==> src/rtl/song_recorder.sv <==
// Song recorder: captures live key presses into 8-bit song-memory entries,
// timing notes and rests against a 1 ms tick and quantising them to length codes.
module song_recorder #(
    parameter int ADDR_BITS      = 6,
    parameter int DEPTH          = 64,
    parameter int TICKS_PER_UNIT = 125,
    parameter int MIN_TICKS      = 20
) (
    input  logic                 i_clk,
    input  logic                 i_reset,
    input  logic                 i_en,
    input  logic                 i_start,
    input  logic                 i_stop,
    input  logic                 i_tick,
    input  logic [6:0]           i_note_key,
    input  logic                 i_oct_up,
    input  logic                 i_oct_down,
    output logic                 o_wr_en,
    output logic [ADDR_BITS-1:0] o_wr_addr,
    output logic [7:0]           o_wr_data,
    output logic [ADDR_BITS:0]   o_song_len,
    output logic                 o_recording,
    output logic                 o_full,
    output logic [6:0]           o_led,
    output logic [2:0]           o_dbg_state
);

    typedef enum logic [2:0] {
        S_IDLE     = 3'd0,
        S_WAIT_KEY = 3'd1,
        S_HOLD     = 3'd2,
        S_WRITE    = 3'd3,
        S_DONE     = 3'd4
    } state_t;

    // Ticks are split into a sub-unit counter and a saturating unit count,
    // so the glitch threshold is checked on the sub-unit counter (MIN_TICKS < TICKS_PER_UNIT).
    localparam int SUB_W = $clog2(TICKS_PER_UNIT);
    localparam logic [SUB_W-1:0]   SUB_LAST = SUB_W'(TICKS_PER_UNIT - 1);
    localparam logic [SUB_W-1:0]   MIN_SUB  = SUB_W'(MIN_TICKS);
    localparam logic [ADDR_BITS:0] DEPTH_L  = (ADDR_BITS + 1)'(DEPTH);

    state_t               r_state;
    state_t               r_after;
    logic [SUB_W-1:0]     r_sub;
    logic [2:0]           r_units;
    logic [1:0]           r_octave;
    logic [6:0]           r_key;
    logic [2:0]           r_note;
    logic [1:0]           r_note_oct;
    logic [7:0]           r_wdata;
    logic [ADDR_BITS-1:0] r_addr;
    logic [ADDR_BITS:0]   r_len;
    logic                 r_full;

    state_t     w_next;
    state_t     w_after_nxt;
    logic       w_key_valid;
    logic [2:0] w_key_note;
    logic       w_hold_same;
    logic       w_long_enough;
    logic [2:0] w_note_len;
    logic       w_last;
    logic       w_clr_cnt;
    logic       w_cnt_en;
    logic       w_capture;
    logic       w_load;
    logic [7:0] w_load_val;
    logic       w_begin;
    logic       w_commit;
    logic       w_abort;

    assign w_key_valid   = (i_note_key != 7'd0) && ((i_note_key & (i_note_key - 7'd1)) == 7'd0);
    assign w_hold_same   = w_key_valid && (i_note_key == r_key);
    assign w_long_enough = (r_units != 3'd0) || (r_sub >= MIN_SUB);
    assign w_note_len    = (r_units == 3'd0) ? 3'd1 : r_units;
    assign w_last        = ((r_len + 1'b1) == DEPTH_L);

    always_comb begin
        w_key_note = 3'd0;
        for (int i = 0; i < 7; i++) begin
            if (i_note_key[i]) w_key_note = 3'(i + 1);
        end
    end

    always_comb begin
        w_next      = r_state;
        w_after_nxt = r_after;
        w_clr_cnt   = 1'b0;
        w_cnt_en    = 1'b0;
        w_capture   = 1'b0;
        w_load      = 1'b0;
        w_load_val  = r_wdata;
        w_begin     = 1'b0;
        w_commit    = 1'b0;
        w_abort     = 1'b0;
        if (!i_en) begin
            w_next  = S_IDLE;
            w_abort = 1'b1;
        end else begin
            case (r_state)
                S_IDLE, S_DONE: begin
                    if (i_start) begin
                        w_next    = S_WAIT_KEY;
                        w_begin   = 1'b1;
                        w_clr_cnt = 1'b1;
                    end
                end
                S_WAIT_KEY: begin
                    if (i_stop) begin
                        w_next = S_DONE;
                    end else if (w_key_valid) begin
                        w_capture = 1'b1;
                        w_clr_cnt = 1'b1;
                        if (r_units != 3'd0) begin
                            w_next      = S_WRITE;
                            w_after_nxt = S_HOLD;
                            w_load      = 1'b1;
                            w_load_val  = {3'd0, 2'd0, r_units};
                        end else begin
                            w_next = S_HOLD;
                        end
                    end else begin
                        w_cnt_en = 1'b1;
                    end
                end
                S_HOLD: begin
                    if (i_stop || !w_hold_same) begin
                        w_clr_cnt = 1'b1;
                        if (w_long_enough) begin
                            w_next      = S_WRITE;
                            w_after_nxt = i_stop ? S_DONE : S_WAIT_KEY;
                            w_load      = 1'b1;
                            w_load_val  = {r_note, r_note_oct, w_note_len};
                        end else begin
                            w_next = i_stop ? S_DONE : S_WAIT_KEY;
                        end
                    end else begin
                        w_cnt_en = 1'b1;
                    end
                end
                S_WRITE: begin
                    w_commit = 1'b1;
                    // A full memory ends the take, dropping any note still pending.
                    if (w_last || i_stop) w_next = S_DONE;
                    else                  w_next = r_after;
                end
                default: w_next = S_IDLE;
            endcase
        end
    end

    always_ff @(posedge i_clk) begin
        if (i_reset) begin
            r_state    <= S_IDLE;
            r_after    <= S_IDLE;
            r_sub      <= '0;
            r_units    <= 3'd0;
            r_octave   <= 2'd1;
            r_key      <= 7'd0;
            r_note     <= 3'd0;
            r_note_oct <= 2'd0;
            r_wdata    <= 8'd0;
            r_addr     <= '0;
            r_len      <= '0;
            r_full     <= 1'b0;
        end else begin
            r_state <= w_next;
            r_after <= w_after_nxt;

            if (i_oct_up && !i_oct_down && r_octave != 2'd2)      r_octave <= r_octave + 2'd1;
            else if (i_oct_down && !i_oct_up && r_octave != 2'd0) r_octave <= r_octave - 2'd1;

            if (w_clr_cnt) begin
                r_sub   <= '0;
                r_units <= 3'd0;
            end else if (w_cnt_en && i_tick) begin
                if (r_sub == SUB_LAST) begin
                    r_sub <= '0;
                    if (r_units != 3'd7) r_units <= r_units + 3'd1;
                end else begin
                    r_sub <= r_sub + 1'b1;
                end
            end

            if (w_capture) begin
                r_key      <= i_note_key;
                r_note     <= w_key_note;
                r_note_oct <= r_octave;
            end

            if (w_load) r_wdata <= w_load_val;

            if (w_abort || w_begin) begin
                r_addr <= '0;
                r_len  <= '0;
                r_full <= 1'b0;
            end else if (w_commit) begin
                r_addr <= r_addr + 1'b1;
                r_len  <= r_len + 1'b1;
                if (w_last) r_full <= 1'b1;
            end
        end
    end

    assign o_wr_en     = (r_state == S_WRITE) && i_en;
    assign o_wr_addr   = r_addr;
    assign o_wr_data   = (r_state == S_WRITE) ? r_wdata : 8'd0;
    assign o_song_len  = r_len;
    assign o_recording = (r_state == S_WAIT_KEY) || (r_state == S_HOLD) || (r_state == S_WRITE);
    assign o_full      = r_full;
    assign o_led       = (r_state == S_HOLD) ? r_key : 7'd0;
    assign o_dbg_state = r_state;

endmodule
==> config.mk <==
export PLATFORM = sky130hd
export DESIGN_NAME = song_recorder
export DESIGN_NICKNAME = d
export VERILOG_FILES = /design/src/rtl/song_recorder.sv
export SDC_FILE = /design/constraint.sdc
export NUM_CORES = 1
export LEC_CHECK = 0
export ABC_AREA = 1
export CAP_MARGIN = 20
export CORE_MARGIN = 2
export CORE_UTILIZATION = 48
export DETAILED_ROUTE_END_ITERATION = 10
export GPL_TIMING_DRIVEN = 0
export HOLD_SLACK_MARGIN = 0.03
export PLACE_DENSITY = 0.75
export SETUP_SLACK_MARGIN = 0.02
export SYNTH_ARGS = -nofsm -noshare
export SYNTH_HDL_FRONTEND = slang
export SYNTH_SLANG_ARGS = --single-unit
==> constraint.sdc <==
create_clock -name i_clk -period 1.9 [get_ports i_clk]
set_clock_uncertainty 0.2 [all_clocks]
set_input_delay 0.285 -clock i_clk [delete_from_list [all_inputs] [get_ports i_clk]]
set_output_delay 0.285 -clock i_clk [all_outputs]
set_load 0.01 [all_outputs]
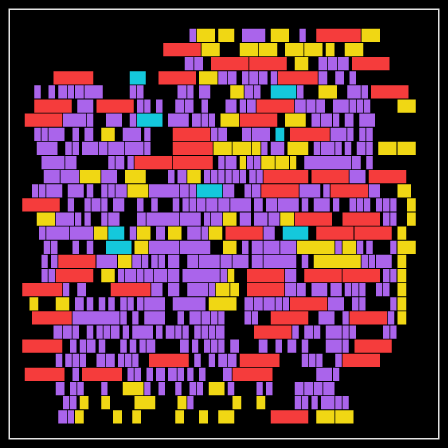
**Above:** placement by cell class.
registers: in red, cells 52. clock drivers and dummy loads: in cyan, cells 8. remaining buffers and delay cells: in yellow, cells 79. remaining logic cells: in purple, cells 379.
final core area utilization: 66.67%
post-route cell area: 3948 sq um

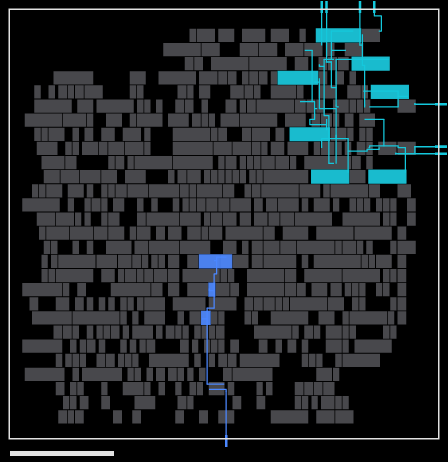
**Above:** wires at chosen ports, followed through buffers.
Bar = 20 um.
o_song_len: in cyan, direction output, edge 4 top, 3 right, end cells 7, wire 228 um. i_stop: in blue, direction input, edge bottom, end cells 4, wire 46.2 um.
number of buffers added on ports: 47
total I/O pin count: 49

==> Changelog: implementation <==
### Implementation results

* Run status: finished clean
* Slew of the pin with the lowest slew margin at 556.2 ps
* Total power draw at 1.958 mW
* Most instantiated library cell after synthesis: nand2_1
* Number of violations reported at the end of detailed-routing iteration 0 at about 280
* # clk buffers at 5
* Most numerous logic cells after layout: nand2_1 (86), nor2_1 (58), inv_1 (55), dfxtp_1 (36), a21oi_1 (31)
* Depth of the worst hold-timing path at 3
* Sequential cell fraction of total power at 56.5%
* Fraction of post-synthesis cell area in the top cell type by area at between 30% and 40%
* Met2 WL at around 3.8 mm
* Power per standard cell area at between 400 and 500 nW/um^2
* Synthesized-area fraction occupied by adder cells at under 10%
* Area fraction in compound gates at between 15 and 20%
* Routed via count at about 3k
* Non-clk bufs at between 70 and 80
* Net count of the finished layout at ~540
* Hold_buf cts at 0
* Clock Pin Slew Worst Setup and Hold Paths at approximately 100 ps
* Register area share after synthesis at a little over a third
* Crit path buffers/inverters at 2
* CORE AREA at ~5900 sq um
* Fraction of standard cell area that is sequential at approximately 27%
* Reg2Reg Capture Point: r_units[0]
* Fp util at 49.85%
* Count of tool warnings at 29
* Well-Tap Cells at approximately 75
* Area fraction in mux cells at 0%
* TritonCTS clock tree: built
* Seq group at around 1.1 mW
* Uppermost routed layer: met4
* Worst hold-check slack at between 100 and 150 ps
* Count of distinct cell types in the synthesized netlist at 35
* Worst max-slew margin expressed relative to the limit at ~63%
* Sum of net half-perimeters after detailed placement at around 5.0 mm
* Quantity of gates resized following cts at around 76
* Fin. Hold Viols at 0
* Synthesized Nets at between 400 and 500
* Logic share of the area at between 40% and 50%
* Top class by area: logic gates
* Switching power as a share of total power at 26.87%
* Die Height at ~82 um
* Clock insertion delay at the later pin of the skew report at 310 ps
Power is estimated from default activity; no workload was simulated.
